Run 1, clock wires, drivers and flops:
Drawn at 10 px/µm.
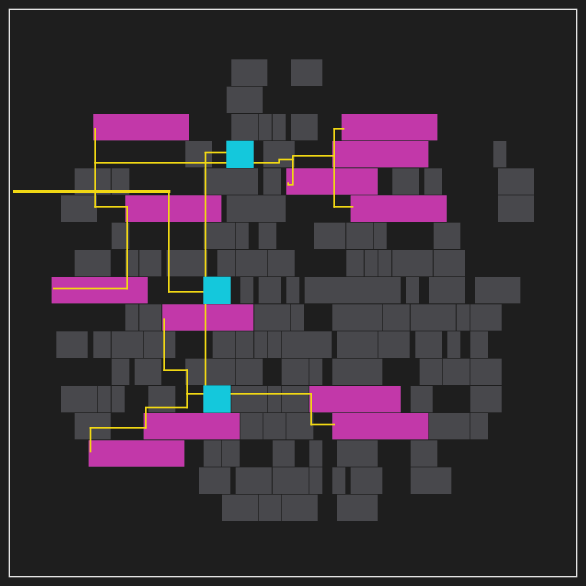
Run 1, layout detail:
Window x 16 to 41, y 16 to 41 µm. Cells in gray, sequential cells in the stronger gray; small squares are vias.
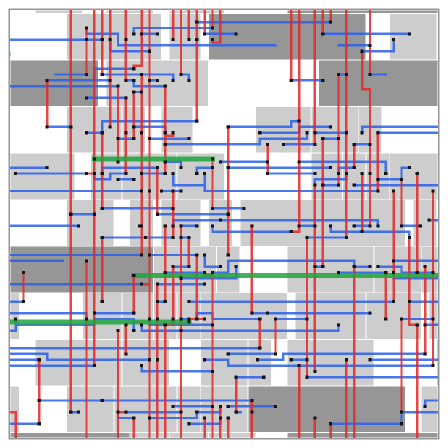
Run 1, the clock network:
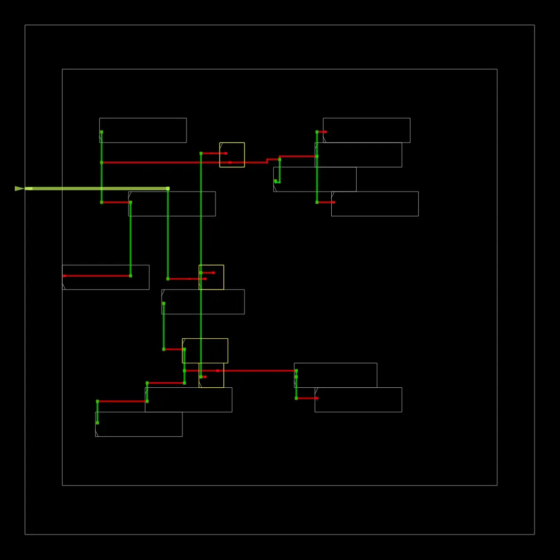
Run 1, cell area per tile:
Drawn at 4 px/µm. 11 x 11 tiles, from black (low) to pale yellow (high), 0 to 100% covered.
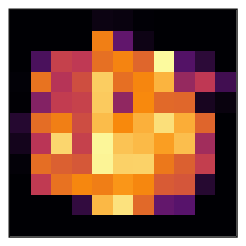
File: config.mk
export PLATFORM = sky130hd
export DESIGN_NAME = axil_arbiter_wr_flat
export DESIGN_NICKNAME = d
export VERILOG_FILES = /design/src/rtl/axil_arbiter_wr_if.sv /design/src/rtl/axil_arbiter_wr.sv /design/src/flat_wrapper.sv
export SDC_FILE = /design/constraint.sdc
export NUM_CORES = 1
export LEC_CHECK = 0
export ABC_AREA = 0
export CORE_MARGIN = 4
export CORE_UTILIZATION = 30
export CTS_BUF_LIST = sky130_fd_sc_hd__clkbuf_2 sky130_fd_sc_hd__clkbuf_4 sky130_fd_sc_hd__clkbuf_8
export DETAILED_ROUTE_END_ITERATION = 7
export GPL_TIMING_DRIVEN = 0
export PLACE_DENSITY = 0.74
export SKIP_LAST_GASP = 1
export SYNTH_ARGS = -nofsm -noshare
export SYNTH_HDL_FRONTEND = slang
export SYNTH_SLANG_ARGS = --single-unit
File: constraint.sdc
create_clock -name aclk -period 1.6 [get_ports aclk]
set_input_delay 0.32 -clock aclk [delete_from_list [all_inputs] [get_ports aclk]]
set_output_delay 0.32 -clock aclk [all_outputs]
set_load 0.01 [all_outputs]
File: src/rtl/axil_arbiter_wr_if.sv
// rtl/axil_arbiter_wr_if.sv - request/grant bundle between masters, slaves and the write arbiter
// Purpose: groups the AW request, B completion and grant routing signals of the write arbiter.
// Signals:
//   m_axil_awaddr        per-master AW address (NUMBER_MASTER x AXI_ADDR_WIDTH)
//   m_axil_awvalid       per-master AW valid, used as the arbitration request
//   s_axil_bvalid        per-slave B valid
//   s_axil_bready        per-slave B ready as driven by the crossbar
//   grant_wr             master index routed to each slave
//   grant_wr_valid       per-slave grant live flag
//   grant_wr_trans       slave index routed to each master
//   grant_wr_trans_valid per-master grant live flag
// Modports: master drives requests/completions, slave (the arbiter) drives grants.
interface axil_arbiter_wr_if #(
  parameter int NUMBER_MASTER  = 2,
  parameter int NUMBER_SLAVE   = 4,
  parameter int AXI_ADDR_WIDTH = 8
);
  logic [NUMBER_MASTER-1:0][AXI_ADDR_WIDTH-1:0]        m_axil_awaddr;
  logic [NUMBER_MASTER-1:0]                            m_axil_awvalid;
  logic [NUMBER_SLAVE-1:0]                             s_axil_bvalid;
  logic [NUMBER_SLAVE-1:0]                             s_axil_bready;
  logic [NUMBER_SLAVE-1:0][$clog2(NUMBER_MASTER)-1:0]  grant_wr;
  logic [NUMBER_SLAVE-1:0]                             grant_wr_valid;
  logic [NUMBER_MASTER-1:0][$clog2(NUMBER_SLAVE)-1:0]  grant_wr_trans;
  logic [NUMBER_MASTER-1:0]                            grant_wr_trans_valid;

  modport master (
    output m_axil_awaddr, m_axil_awvalid, s_axil_bvalid, s_axil_bready,
    input  grant_wr, grant_wr_valid, grant_wr_trans, grant_wr_trans_valid
  );

  modport slave (
    input  m_axil_awaddr, m_axil_awvalid, s_axil_bvalid, s_axil_bready,
    output grant_wr, grant_wr_valid, grant_wr_trans, grant_wr_trans_valid
  );
endinterface

File: src/rtl/axil_arbiter_wr.sv
// rtl/axil_arbiter_wr.sv - per-slave round-robin write arbiter holding grants for a full AW->W->B transaction
// Purpose: decodes each master's AW address to a slave, arbitrates per slave round-robin and holds
//          the grant until that slave's B handshake.
// Ports:
//   aclk    clock, all state on rising edge
//   aresetn asynchronous active-low reset
//   arb     request/grant bundle (slave modport): awaddr/awvalid/bvalid/bready in, grants out
module axil_arbiter_wr #(
  parameter int NUMBER_MASTER  = 2,
  parameter int NUMBER_SLAVE   = 4,
  parameter int AXI_ADDR_WIDTH = 8
) (
  input  logic                aclk,
  input  logic                aresetn,
  axil_arbiter_wr_if.slave    arb
);
  localparam int MIW = $clog2(NUMBER_MASTER);
  localparam int SIW = $clog2(NUMBER_SLAVE);

  typedef enum logic {
    IDLE = 1'b0,
    BUSY = 1'b1
  } state_t;

  state_t         state_q [NUMBER_SLAVE];
  state_t         state_d [NUMBER_SLAVE];
  logic [MIW-1:0] owner_q [NUMBER_SLAVE];
  logic [MIW-1:0] owner_d [NUMBER_SLAVE];
  logic [MIW-1:0] ptr_q   [NUMBER_SLAVE];
  logic [MIW-1:0] ptr_d   [NUMBER_SLAVE];

  logic [NUMBER_SLAVE-1:0][NUMBER_MASTER-1:0] req;
  logic [NUMBER_SLAVE-1:0]                    pick_vld;
  logic [MIW-1:0]                             pick_idx [NUMBER_SLAVE];

  // A master already holding a grant is masked out, so it can never win a second slave.
  always_comb begin
    req = '0;
    for (int s = 0; s < NUMBER_SLAVE; s++) begin
      for (int m = 0; m < NUMBER_MASTER; m++) begin
        req[s][m] = arb.m_axil_awvalid[m] &&
                    (arb.m_axil_awaddr[m][AXI_ADDR_WIDTH-1 -: SIW] == SIW'(s)) &&
                    !arb.grant_wr_trans_valid[m];
      end
    end
  end

  // Round-robin pick: first requester scanning upward from the last winner + 1.
  always_comb begin
    pick_vld = '0;
    for (int s = 0; s < NUMBER_SLAVE; s++) begin
      pick_idx[s] = '0;
      for (int i = 1; i <= NUMBER_MASTER; i++) begin
        if (!pick_vld[s] && req[s][(int'(ptr_q[s]) + i) % NUMBER_MASTER]) begin
          pick_vld[s] = 1'b1;
          pick_idx[s] = MIW'((int'(ptr_q[s]) + i) % NUMBER_MASTER);
        end
      end
    end
  end

  always_ff @(posedge aclk or negedge aresetn) begin
    if (!aresetn) begin
      for (int s = 0; s < NUMBER_SLAVE; s++) begin
        state_q[s] <= IDLE;
        owner_q[s] <= '0;
        ptr_q[s]   <= MIW'(NUMBER_MASTER - 1);
      end
    end else begin
      for (int s = 0; s < NUMBER_SLAVE; s++) begin
        state_q[s] <= state_d[s];
        owner_q[s] <= owner_d[s];
        ptr_q[s]   <= ptr_d[s];
      end
    end
  end

  always_comb begin
    for (int s = 0; s < NUMBER_SLAVE; s++) begin
      state_d[s] = state_q[s];
      owner_d[s] = owner_q[s];
      ptr_d[s]   = ptr_q[s];
      case (state_q[s])
        IDLE: begin
          // B handshakes seen while idle are stray and deliberately ignored.
          if (pick_vld[s]) begin
            state_d[s] = BUSY;
            owner_d[s] = pick_idx[s];
            ptr_d[s]   = pick_idx[s];
          end
        end
        BUSY: begin
          if (arb.s_axil_bvalid[s] && arb.s_axil_bready[s]) begin
            state_d[s] = IDLE;
          end
        end
        default: state_d[s] = IDLE;
      endcase
    end
  end

  // Outputs come only from registered state; index fields read 0 whenever not valid.
  always_comb begin
    arb.grant_wr             = '0;
    arb.grant_wr_valid       = '0;
    arb.grant_wr_trans       = '0;
    arb.grant_wr_trans_valid = '0;
    for (int s = 0; s < NUMBER_SLAVE; s++) begin
      if (state_q[s] == BUSY) begin
        arb.grant_wr[s]       = owner_q[s];
        arb.grant_wr_valid[s] = 1'b1;
      end
    end
    for (int m = 0; m < NUMBER_MASTER; m++) begin
      for (int s = 0; s < NUMBER_SLAVE; s++) begin
        if ((state_q[s] == BUSY) && (owner_q[s] == MIW'(m))) begin
          arb.grant_wr_trans[m]       = SIW'(s);
          arb.grant_wr_trans_valid[m] = 1'b1;
        end
      end
    end
  end
endmodule

File: src/flat_wrapper.sv
// flat-port wrapper written by rule: the top's interface ports become plain ports
module axil_arbiter_wr_flat 
#(
  parameter int NUMBER_MASTER  = 2,
  parameter int NUMBER_SLAVE   = 4,
  parameter int AXI_ADDR_WIDTH = 8
)
  (aclk, aresetn, arb_m_axil_awaddr, arb_m_axil_awvalid, arb_s_axil_bvalid, arb_s_axil_bready, arb_grant_wr, arb_grant_wr_valid, arb_grant_wr_trans, arb_grant_wr_trans_valid);
  axil_arbiter_wr_if #(.NUMBER_MASTER(NUMBER_MASTER), .NUMBER_SLAVE(NUMBER_SLAVE), .AXI_ADDR_WIDTH(AXI_ADDR_WIDTH)) arb_i ();
  input  logic aclk;
  input  logic aresetn;
  input wire logic [$bits(arb_i.m_axil_awaddr)-1:0] arb_m_axil_awaddr;
  input wire logic [$bits(arb_i.m_axil_awvalid)-1:0] arb_m_axil_awvalid;
  input wire logic [$bits(arb_i.s_axil_bvalid)-1:0] arb_s_axil_bvalid;
  input wire logic [$bits(arb_i.s_axil_bready)-1:0] arb_s_axil_bready;
  output wire logic [$bits(arb_i.grant_wr)-1:0] arb_grant_wr;
  output wire logic [$bits(arb_i.grant_wr_valid)-1:0] arb_grant_wr_valid;
  output wire logic [$bits(arb_i.grant_wr_trans)-1:0] arb_grant_wr_trans;
  output wire logic [$bits(arb_i.grant_wr_trans_valid)-1:0] arb_grant_wr_trans_valid;
  assign arb_i.m_axil_awaddr = arb_m_axil_awaddr;
  assign arb_i.m_axil_awvalid = arb_m_axil_awvalid;
  assign arb_i.s_axil_bvalid = arb_s_axil_bvalid;
  assign arb_i.s_axil_bready = arb_s_axil_bready;
  assign arb_grant_wr = arb_i.grant_wr;
  assign arb_grant_wr_valid = arb_i.grant_wr_valid;
  assign arb_grant_wr_trans = arb_i.grant_wr_trans;
  assign arb_grant_wr_trans_valid = arb_i.grant_wr_trans_valid;
  axil_arbiter_wr #(.NUMBER_MASTER(NUMBER_MASTER), .NUMBER_SLAVE(NUMBER_SLAVE), .AXI_ADDR_WIDTH(AXI_ADDR_WIDTH)) u_core (.aclk(aclk), .aresetn(aresetn), .arb(arb_i));
endmodule
==> impl_metrics.env, run 1 <==
# yosys + openroad results
export IMPL_grt_overflow_total=0
export IMPL_path_max_fanout=4
export IMPL_post_route_drc_count=0
export IMPL_area_leaders="dfrtp_1, dfstp_2, nand2_1"
export IMPL_finalHoldViolCount=0
export IMPL_ys_cells=82
export IMPL_most_common_cell="nand2_1"
export IMPL_drtAntennaViolNets=0
export IMPL_drv_cap=0
export IMPL_cts_tree="built"
export IMPL_log_warning_count=40
export IMPL_die_h_um=56.6
export IMPL_top_cells_by_count="nand2_1, dfrtp_1, inv_1"
export IMPL_initial_core_util=0.317
export IMPL_die_x_um=56.6
export IMPL_clockPowerShare=0.100
export IMPL_routed_wl_mm=2.03
export IMPL_startpoint_type="register"
export IMPL_utilization=0.550
export IMPL_n_fill_cell=224
export IMPL_reg2reg_depth=7
export IMPL_endpoint_kind="output port"
export IMPL_edf_count=0
export IMPL_cp_cell_sequence="buf_6, a22oi_2, and3_4, inv_2, buf_6"
export IMPL_clk_pin_slew_worst_paths_ps=80
export IMPL_power_frac_comb=0.629
export IMPL_syn_inst=82
export IMPL_clock_path_buffers=2
export IMPL_core_um2=2230
export IMPL_grt_pass1_wl_mm=3.23
export IMPL_fin_ws_ps=-109
export IMPL_port_buffers=28
export IMPL_synthesis_area_um2=708
export IMPL_finalSetupViolations=4
export IMPL_synth_async_reset_ratio=1.00
export IMPL_power_switching_uw=930
export IMPL_dp_hpwl_mm=1.42
export IMPL_avgRoutedWirePerCell_um=13.1
export IMPL_grt_usage=0.127
export IMPL_first_pass_iters=4
export IMPL_intPower_mw=1.47
export IMPL_synth_area_per_cell_um2=8.64
export IMPL_antenna_cells=0
export IMPL_crit_buf_inv=3
export IMPL_reg2reg_from="u_core.owner_q[1]"
export IMPL_violations="negative setup slack"
export IMPL_num_io_pins=42
export IMPL_cpPeakStageDelay_ps=440
export IMPL_synth_flops=12
export IMPL_vdd_ir_drop_max_uv=865
export IMPL_leakage_nw=0.577
export IMPL_crit_required_ps=1280
export IMPL_rows=17
export IMPL_timing_fmax_mhz=585
export IMPL_antenna_found_initial=0
export IMPL_ys_types=28
export IMPL_outcome="finished with violations"
export IMPL_period_minus_slack_ps=1710
export IMPL_fin_hold_ws_ps=398
export IMPL_area_growth_pct=73.3
export IMPL_grt_pass1_vias=732
export IMPL_numPlacedInstances=138
export IMPL_ys_area_um2=708
export IMPL_fin_crit_sh=1.07
export IMPL_place_gp_congestion=0.766
export IMPL_maxSlewViolCount=0
export IMPL_yosysTopAreaCellShare=0.283
export IMPL_die_area_um2=3200
export IMPL_root_buffer="clkbuf_4"
export IMPL_fin_cells=155
export IMPL_via_per_inst=5.00
Back to the opening pictures, 'clock wires, drivers and flops':
clock wires: in yellow, length 167 µm. flip-flops: in magenta, count 12. clock-net drivers: in cyan, count 3.
There are 4 routed clock nets.

Back to the opening pictures, 'layout detail':
M1: in blue. M2: in red. M3: in green.
Netlist names of flops here include `u_core.owner_q` (3). Sequential cells in the window: 5. Most frequent: nand2_1 (6), buf_4 (4). 49 logic cells have their middle in the window.

Back to the opening pictures, 'the clock network':
total CTS buffers: 3
clk_skew: 5.21 ps
Flops: 12
Clock Power: 240 µW
worst skew pair latency: 270 ps

Back to the opening pictures, 'cell area per tile':
The mean over all tiles is 37%. 36% of the tiles are nearly empty. 17% of the tiles are over 75% full. The densest ninth of the die: center.

-- run 1: what timing repair did --
action | CTS | global route
endpoints found under the setup margin | 14 | 17
gates cloned | 0 | 0
pin swaps | 2 | 8
setup buffers | 10 | 4
resized | 34 | 27
-- run 1: state kept, by name, indices dropped and copies added, names as in the netlist --
signal	cells
u_core.ptr_q	4
u_core.owner_q	4
u_core.state_q	4
-- run 1: cells by family (layout without fill, tap and decap cells) --
| kind of cell | Yosys count | in the layout | synth area share |
|---|---|---|---|
| and+or+nand+nor | 42 | 42 | 0.325 |
| AOI/OAI and AO/OA | 17 | 17 | 0.180 |
| DFF | 12 | 12 | 0.431 |
| buffers and inverters | 11 | 56 | 0.0636 |
-- run 1: power groups by stage --
stage               combinational [mW]  sequential (mW)  clock [mW]
detailed placement                1.07            0.652           0
global placement                  1.05            0.644           0
finish                            1.51            0.651       0.240
global route                      1.65            0.673       0.264
floorplan                        0.542            0.624           0
CTS                               1.32            0.618       0.250
-- run 1: layout by cell type (no fill, tap or decap), drive strengths merged --
cell type	Yosys	layout
and3	1	1
or3	1	1
o2111ai	1	1
o21bai	1	1
dfstp	4	4
nand2b	4	4
o211ai	1	1
dlygate4sd2	0	7
nor4b	1	1
clkbuf	1	7
nor2	2	2
nor3	1	1
o21ai	6	6
nor4bb	1	1
and2	2	2
clkdlybuf4s15	0	1
nand4	3	3
a22oi	2	2
nor2b	3	3
buf	2	18
o2bb2ai	3	3
nand3	4	4
dfrtp	8	8
or4	3	3
nor3b	1	1
nand2	14	14
o41ai	3	3
inv	8	8
clkdlybuf4s50	0	14
nor4	1	1
dlymetal6s2s	0	1
-- run 1: layer usage --
layer,global-route usage,vias up,share of wire
met5,0,-,0
met4,0.0508,0,0
met3,0.0276,0,0.074
met2,0.203,26,0.47
met1,0.165,362,0.46
li1,-,387,-
-- run 1: how the worst max path moves through the flow --
stage | to | slack [ps] | cells after the start
2_1_floorplan | u_core.owner_q[3] | 140 | 4
4_1_cts | arb_grant_wr_trans_valid[0] | -220 | 4
3_3_place_gp | arb_grant_wr_trans_valid[0] | -320 | 4
6_report | arb_grant_wr_trans_valid[1] | -110 | 5
5_1_grt | arb_grant_wr_trans_valid[1] | -170 | 5
3_5_place_dp | arb_grant_wr_trans_valid[0] | -350 | 4
-- run 1: worst register-to-register path, stage by stage, from the launching register on --
cell     delay (ps)
dfrtp_2         440
buf_6           130
a22oi_2         190
and3_4          220
buf_4           110
buf_6           100
nand4_1         140
a22oi_1         190
-- run 1: final cells by class --
class | instances | area [µm²] | area share
inverters | 8 | 30.0 | 0.0245
well taps | 28 | 35.0 | 0.0285
repair buffers | 42 | 375 | 0.306
plain buffers | 2 | 16.3 | 0.0133
flip-flops and latches | 12 | 312 | 0.254
clock buffers | 4 | 36.3 | 0.0296
multi-input cells | 59 | 423 | 0.345
-- run 1: stage by stage --
step | instance area (µm²) | total power, mW
CTS | 1150 | 2.19
floorplan | 708 | 1.17
finish | 1230 | 2.40
global route | 1230 | 2.58
global placement | 1020 | 1.69
detailed placement | 1020 | 1.73
==> inputs of run 2 (changes only) <==
Clock period 1.6 ns to 1.9 ns, I/O delays scaled along.
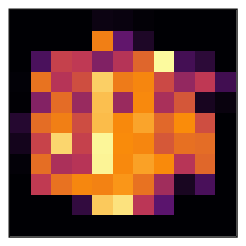
Run 2: cell area per tile
Drawn at 4 px/µm. 11 x 11 tiles, from black (low) to pale yellow (high), 0 to 100% covered.
9.9% of the tiles are over 75% full. The mean over all tiles is 34%. The densest ninth of the die: center. 36% of the tiles are nearly empty. The fullest tile reaches 99%.

==> run 2 against run 1 <==
Net effect: design area decreased by 7.3%; clock power shrank 15%; global-route usage decreased by 0.43 points; worst setup slack better by 180 ps; via count decreased by 3.0%; sequential power decreased by 15%; synthesized area unchanged; highest routed layer is now met4; sequential cell count stayed put; clock skew down 0.68 ps; the run now ends clean; synthesized cell count did not move.
==> impl_metrics.env, run 2 <==
# yosys + openroad results
export IMPL_outcome="complete, no violations"
export IMPL_via_per_inst=5.08
export IMPL_port_buffers=28
export IMPL_avgRoutedWirePerCell_um=12.7
export IMPL_ys_area_um2=708
export IMPL_top_regs="u_core.owner_q x4, u_core.ptr_q x4, u_core.state_q x4"
export IMPL_syn_inst=82
export IMPL_nets=149
export IMPL_initial_core_util=0.317
export IMPL_ys_types=28
export IMPL_area_growth_pct=60.6
export IMPL_insertion_delay_ps=270
export IMPL_log_warning_count=40
export IMPL_clock_path_buffers=2
export IMPL_layout_top_cells="clkdlybuf4s50_1, nand2_1, inv_1, o21ai_0, buf_4"
export IMPL_synth_area_per_cell_um2=8.64
export IMPL_period_minus_slack_ps=1830
export IMPL_rsz0062_at_grt="true"
export IMPL_path_delay_family="buffers and inverters"
export IMPL_die_area_um2=3200
export IMPL_routed_wl_mm=1.89
export IMPL_hp_class="in -> async"
export IMPL_flop_cell="dfrtp_1"
export IMPL_grt_overflow_total=0
export IMPL_critPathSlowestCell="dfrtp_1"
export IMPL_placed_cell_area_um2=1020
export IMPL_cts_hold_buffers=0
export IMPL_n_fill_cell=228
export IMPL_relSlewSlack=0.636
export IMPL_finClkSkew_ps=4.54
export IMPL_yosysTopAreaCell="dfrtp_1"
export IMPL_post_route_drc_count=0
export IMPL_fin_hold_ws_ps=457
export IMPL_most_common_cell="nand2_1"
export IMPL_reg2reg_depth=6
export IMPL_drive_gt1_frac=0.233
export IMPL_antenna_cells=0
export IMPL_syn_num_nets=110
export IMPL_synth_seq_area_share=0.431
export IMPL_fin_crit_sh=0.963
export IMPL_grt_usage=0.123
export IMPL_clk_pin_slew_worst_paths_ps=80
export IMPL_yosysTopAreaCellShare=0.283
export IMPL_r2r_end="u_core.owner_q[3]"
export IMPL_finalHoldViolCount=0
export IMPL_crit_buf_inv=2
export IMPL_cpPeakStageDelay_ps=420
export IMPL_place_gp_congestion=0.766
export IMPL_num_io_pins=42
export IMPL_maxSlewViolCount=0
export IMPL_grt_max_degree=13
export IMPL_rows=17
export IMPL_cts_tree="built"
export IMPL_die_h_um=56.6
export IMPL_numCtsBuffers=3
export IMPL_cp_cell_sequence="nand2b_2, o2111ai_4, buf_6, dlygate4sd2_1"
export IMPL_edf_count=0
export IMPL_r2r_slack_ps=290
export IMPL_route_vias_total=752
export IMPL_drtIter0Drc=8
export IMPL_die_x_um=56.6
export IMPL_root_buffer="clkbuf_4"
export IMPL_crit_required_ps=1520
export IMPL_first_pass_iters=5
export IMPL_area_leaders="dfrtp_1, dfstp_2, nand2_1"
export IMPL_crit_type="reg -> out"
export IMPL_p_total_mw=1.84
export IMPL_grt_pass1_vias=721
export IMPL_arrival_ps=1450
export IMPL_htree_levels=1
export IMPL_dp_hpwl_mm=1.42
export IMPL_drtAntennaViolNets=0
export IMPL_synth_warnings=0
export IMPL_synth_async_reset_ratio=1.00
export IMPL_synthesis_area_um2=708
export IMPL_finalSetupViolations=0
export IMPL_core_um2=2230
export IMPL_grt_pass1_wl_mm=3.12
export IMPL_leakage_nw=0.491
export IMPL_startpoint_type="register"
export IMPL_endpoint_kind="output port"
export IMPL_clock_sink_count=12
export IMPL_path_max_fanout=4
export IMPL_tightest_slew_ps=545
export IMPL_drv_cap=0
export IMPL_stdcell_area_um2=1140
export IMPL_timing_fmax_mhz=547
export IMPL_p_per_area_nw_per_um2=1610
export IMPL_vdd_ir_drop_max_uv=662
export IMPL_ys_cells=82
export IMPL_reg2reg_from="u_core.owner_q[1]"
export IMPL_top_cells_by_count="nand2_1, dfrtp_1, inv_1"
export IMPL_antenna_found_initial=0
export IMPL_lay_top_count="clkdlybuf4s50_1"
export IMPL_setup_tns_ps=0
export IMPL_synth_flops=12
==> run 2: cell families (layout without fill, tap and decap cells) <==
kind of cell | after synthesis | in the layout | synth area share
AND/OR/NAND/NOR | 42 | 42 | 0.325
AND-OR/OR-AND | 17 | 17 | 0.180
flip-flops | 12 | 12 | 0.431
buffers and inverters | 11 | 49 | 0.0636
==> run 2: timing repair <==
action                                  CTS  global route
pin swaps                                 2             2
resized                                  15             7
buffers inserted                          5             1
endpoints found under the setup margin    6             3
==> run 2: metrics by stage <==
stage                     cells  utilization  worst slack, ps
final                       148        0.509             70.4
after global routing        148        0.509            -9.40
after CTS                   147        0.504            -12.4
after detailed placement    138        0.458             -113
after global placement      138        0.458            -77.9
after floorplan              82            -              440
==> run 2: area by class of cell <==
type	count	area (µm²)	share of cell area
Inverter	8	30.0	0.0264
Multi-Input combinational cell	59	387	0.340
Sequential cell	12	310	0.273
Clock buffer	4	36.3	0.0319
Timing Repair Buffer	34	312	0.274
Buffer	3	27.5	0.0242
Tap cell	28	35.0	0.0308
==> run 2: where the power goes <==
group	leakage, nW	switching [mW]	internal [mW]	total, mW
sequential	0.134	0.142	0.412	0.554
clock	0.0210	0.0864	0.116	0.203
combinational	0.336	0.474	0.604	1.08
total	0.491	0.703	1.13	1.84
==> run 2: per-layer routing <==
metal | track usage | vias to the layer above | part of all wire
li1 | - | 372 | -
met1 | 0.158 | 349 | 0.45
met2 | 0.198 | 29 | 0.47
met3 | 0.0253 | 2 | 0.068
met4 | 0.0508 | 0 | 0.0053
met5 | 0 | - | 0
==> run 2: worst max path at each step <==
stage          cells after the start               from                           to
2_1_floorplan                      4  u_core.state_q[0]            u_core.owner_q[3]
3_3_place_gp                       4  u_core.state_q[3]  arb_grant_wr_trans_valid[0]
3_5_place_dp                       4  u_core.state_q[3]  arb_grant_wr_trans_valid[0]
4_1_cts                            4  u_core.state_q[0]  arb_grant_wr_trans_valid[0]
5_1_grt                            4  u_core.owner_q[1]  arb_grant_wr_trans_valid[0]
6_report                           4  u_core.owner_q[1]  arb_grant_wr_trans_valid[0]
==> inputs of run 3 (changes only) <==
Settings changed: PLACE_DENSITY 0.74 to 0.68.
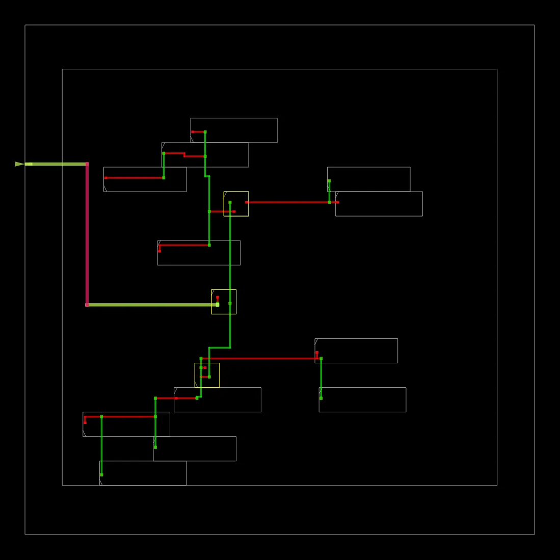
Run 3: the clock network
clk_skew: 1.54 ps
clock sinks: 12
Clock Power: 151 µW
CLK BUF: 3

==> run 3 against run 2 <==
Net effect: non-clock buffer count grew 1; synthesized cell count stayed put; design area is 1.9% lower; sequential power decreased by 3%; worst hold slack improved by 7.5 ps; clock skew decreased by 3.0 ps; register-to-register slack lost 20 ps; global-route usage up 0.89 points; clock-buffer cell count down 1; clock power shrank 26%; synthesized area did not move; routed wire length is 6.7% higher; critical path type unchanged; critical endpoint is now arb_grant_wr[0].
==> impl_metrics.env, run 3 <==
# yosys + openroad results
export IMPL_drtIter0Drc=1
export IMPL_rows=17
export IMPL_area_leaders="dfrtp_1, dfstp_2, nand2_1"
export IMPL_synth_flops=12
export IMPL_num_io_pins=42
export IMPL_log_warning_count=38
export IMPL_area_growth_pct=57.6
export IMPL_reg2reg_depth=6
export IMPL_regArea_um2=309
export IMPL_synth_warnings=0
export IMPL_synthesis_area_um2=708
export IMPL_syn_num_nets=110
export IMPL_via_per_inst=5.01
export IMPL_power_frac_comb=0.610
export IMPL_clock_path_buffers=2
export IMPL_layout_top_cells="clkdlybuf4s50_1, nand2_1, inv_1, buf_4, o21ai_0"
export IMPL_top_cells_by_count="nand2_1, dfrtp_1, inv_1"
export IMPL_fin_ws_ps=67.5
export IMPL_initial_core_util=0.317
export IMPL_pre_cts_ws_ps=-110
export IMPL_htree_levels=1
export IMPL_antenna_found_initial=0
export IMPL_p_seq_frac=0.304
export IMPL_cts_hold_buffers=0
export IMPL_nets=150
export IMPL_edf_count=0
export IMPL_arrival_ps=1450
export IMPL_grt_overflow_total=0
export IMPL_tightest_slew_ps=534
export IMPL_vdd_ir_drop_max_uv=617
export IMPL_clockPowerShare=0.086
export IMPL_placed_cell_area_um2=1020
export IMPL_port_buffers=28
export IMPL_clk_pin_slew_worst_paths_ps=70
export IMPL_final_comb_area_um2=368
export IMPL_flop_cell="dfrtp_1"
export IMPL_root_buffer="clkbuf_4"
export IMPL_drive_gt1_frac=0.217
export IMPL_lay_top_count="clkdlybuf4s50_1"
export IMPL_stdcell_area_um2=1120
export IMPL_post_route_drc_count=0
export IMPL_switching_share=0.393
export IMPL_fin_cells=148
export IMPL_die_h_um=56.6
export IMPL_p_per_area_nw_per_um2=1580
export IMPL_most_common_cell="nand2_1"
export IMPL_first_pass_iters=2
export IMPL_core_um2=2230
export IMPL_intPower_mw=1.07
export IMPL_path_max_fanout=5
export IMPL_setup_tns_ps=0
export IMPL_numCtsBuffers=3
export IMPL_utilization=0.500
export IMPL_crit_required_ps=1520
export IMPL_crit_type="reg -> out"
export IMPL_insertion_delay_ps=260
export IMPL_timing_fmax_mhz=546
export IMPL_ys_cells=82
export IMPL_period_minus_slack_ps=1830
export IMPL_grt_pass1_vias=746
export IMPL_route_vias_total=742
export IMPL_ys_area_um2=708
export IMPL_antenna_cells=0
export IMPL_power_switching_uw=693
export IMPL_ys_types=28
export IMPL_syn_inst=82
export IMPL_rsz0062_at_grt="false"
export IMPL_routed_wl_mm=2.01
export IMPL_place_gp_congestion=0.791
export IMPL_grt_max_degree=13
export IMPL_leakage_nw=0.514
export IMPL_outcome="complete, no violations"
export IMPL_grt_usage=0.132
export IMPL_synth_area_per_cell_um2=8.64
export IMPL_drtAntennaViolNets=0
export IMPL_fin_crit_sh=0.964
export IMPL_cts_tree="built"
run 3: cell counts after synthesis:
Identical to the previous run, type by type.
run 3: area by class of cell:
class | count | area share
tap | 28 | 0.0314
clock buffer | 3 | 0.0202
sequential | 12 | 0.277
buffer | 3 | 0.0247
inverter | 8 | 0.0269
timing repair buffer | 35 | 0.290
multi-input combinational | 59 | 0.330
run 3: worst max-delay path, cell delays in order (launching register included):
cell             delay, ps
dfrtp_1                380
buf_4                  150
nand2_1                 70
inv_1                   60
clkdlybuf4s50_1        530
run 3: kinds of logic after synthesis:
family                 count (synthesis)  synth area share
buffers and inverters                 11            0.0636
DFF                                   12             0.431
and+or+nand+nor                       42             0.325
AOI/OAI and AO/OA                     17             0.180
run 3: stage by stage:
| stage | power [mW] | hold slack, ps |
|---|---|---|
| floorplan | 0.982 | 84.4 |
| global placement | 1.43 | 489 |
| detailed placement | 1.46 | 487 |
| CTS | 1.77 | 480 |
| global route | 1.89 | 502 |
| finish | 1.76 | 464 |
run 3: timing repair:
action                                  in CTS  in global routing
gates resized                               15                  6
endpoints found under the setup margin       6                  4
endpoints found under the hold margin        0                  0
pin swaps                                    1                  2
buffers inserted                             7                  0
run 3: final timing paths:
path	endpoint	slack (ps)	startpoint
max	arb_grant_wr[0]	70	u_core.state_q[3]
min	u_core.state_q[3]	460	aresetn
max reg2reg	u_core.owner_q[3]	270	u_core.state_q[0]
min reg2reg	u_core.ptr_q[3]	500	u_core.ptr_q[3]
max in group asynchronous	u_core.state_q[1]	1050	aresetn
min in group aclk	u_core.ptr_q[2]	480	arb_m_axil_awaddr[7]
run 3: power groups by stage:
stage / Clock, mW / Combinational, mW / Sequential [mW]
after floorplan: 0 / 0.457 / 0.525
after CTS: 0.155 / 1.09 / 0.530
after detailed placement: 0 / 0.913 / 0.551
after global placement: 0 / 0.888 / 0.545
final: 0.151 / 1.07 / 0.537
after global routing: 0.167 / 1.16 / 0.557
run 3: layer usage:
metal | share of wire | wire (µm) | global-route usage | vias up
li1 | - | - | - | 374
met1 | 0.45 | 907 | 0.160 | 344
met2 | 0.48 | 967 | 0.221 | 22
met3 | 0.061 | 122 | 0.0322 | 2
met4 | 0.0075 | 15 | 0.0508 | 0
met5 | 0 | 0 | 0 | -
Power and IR drop assume default switching activity.
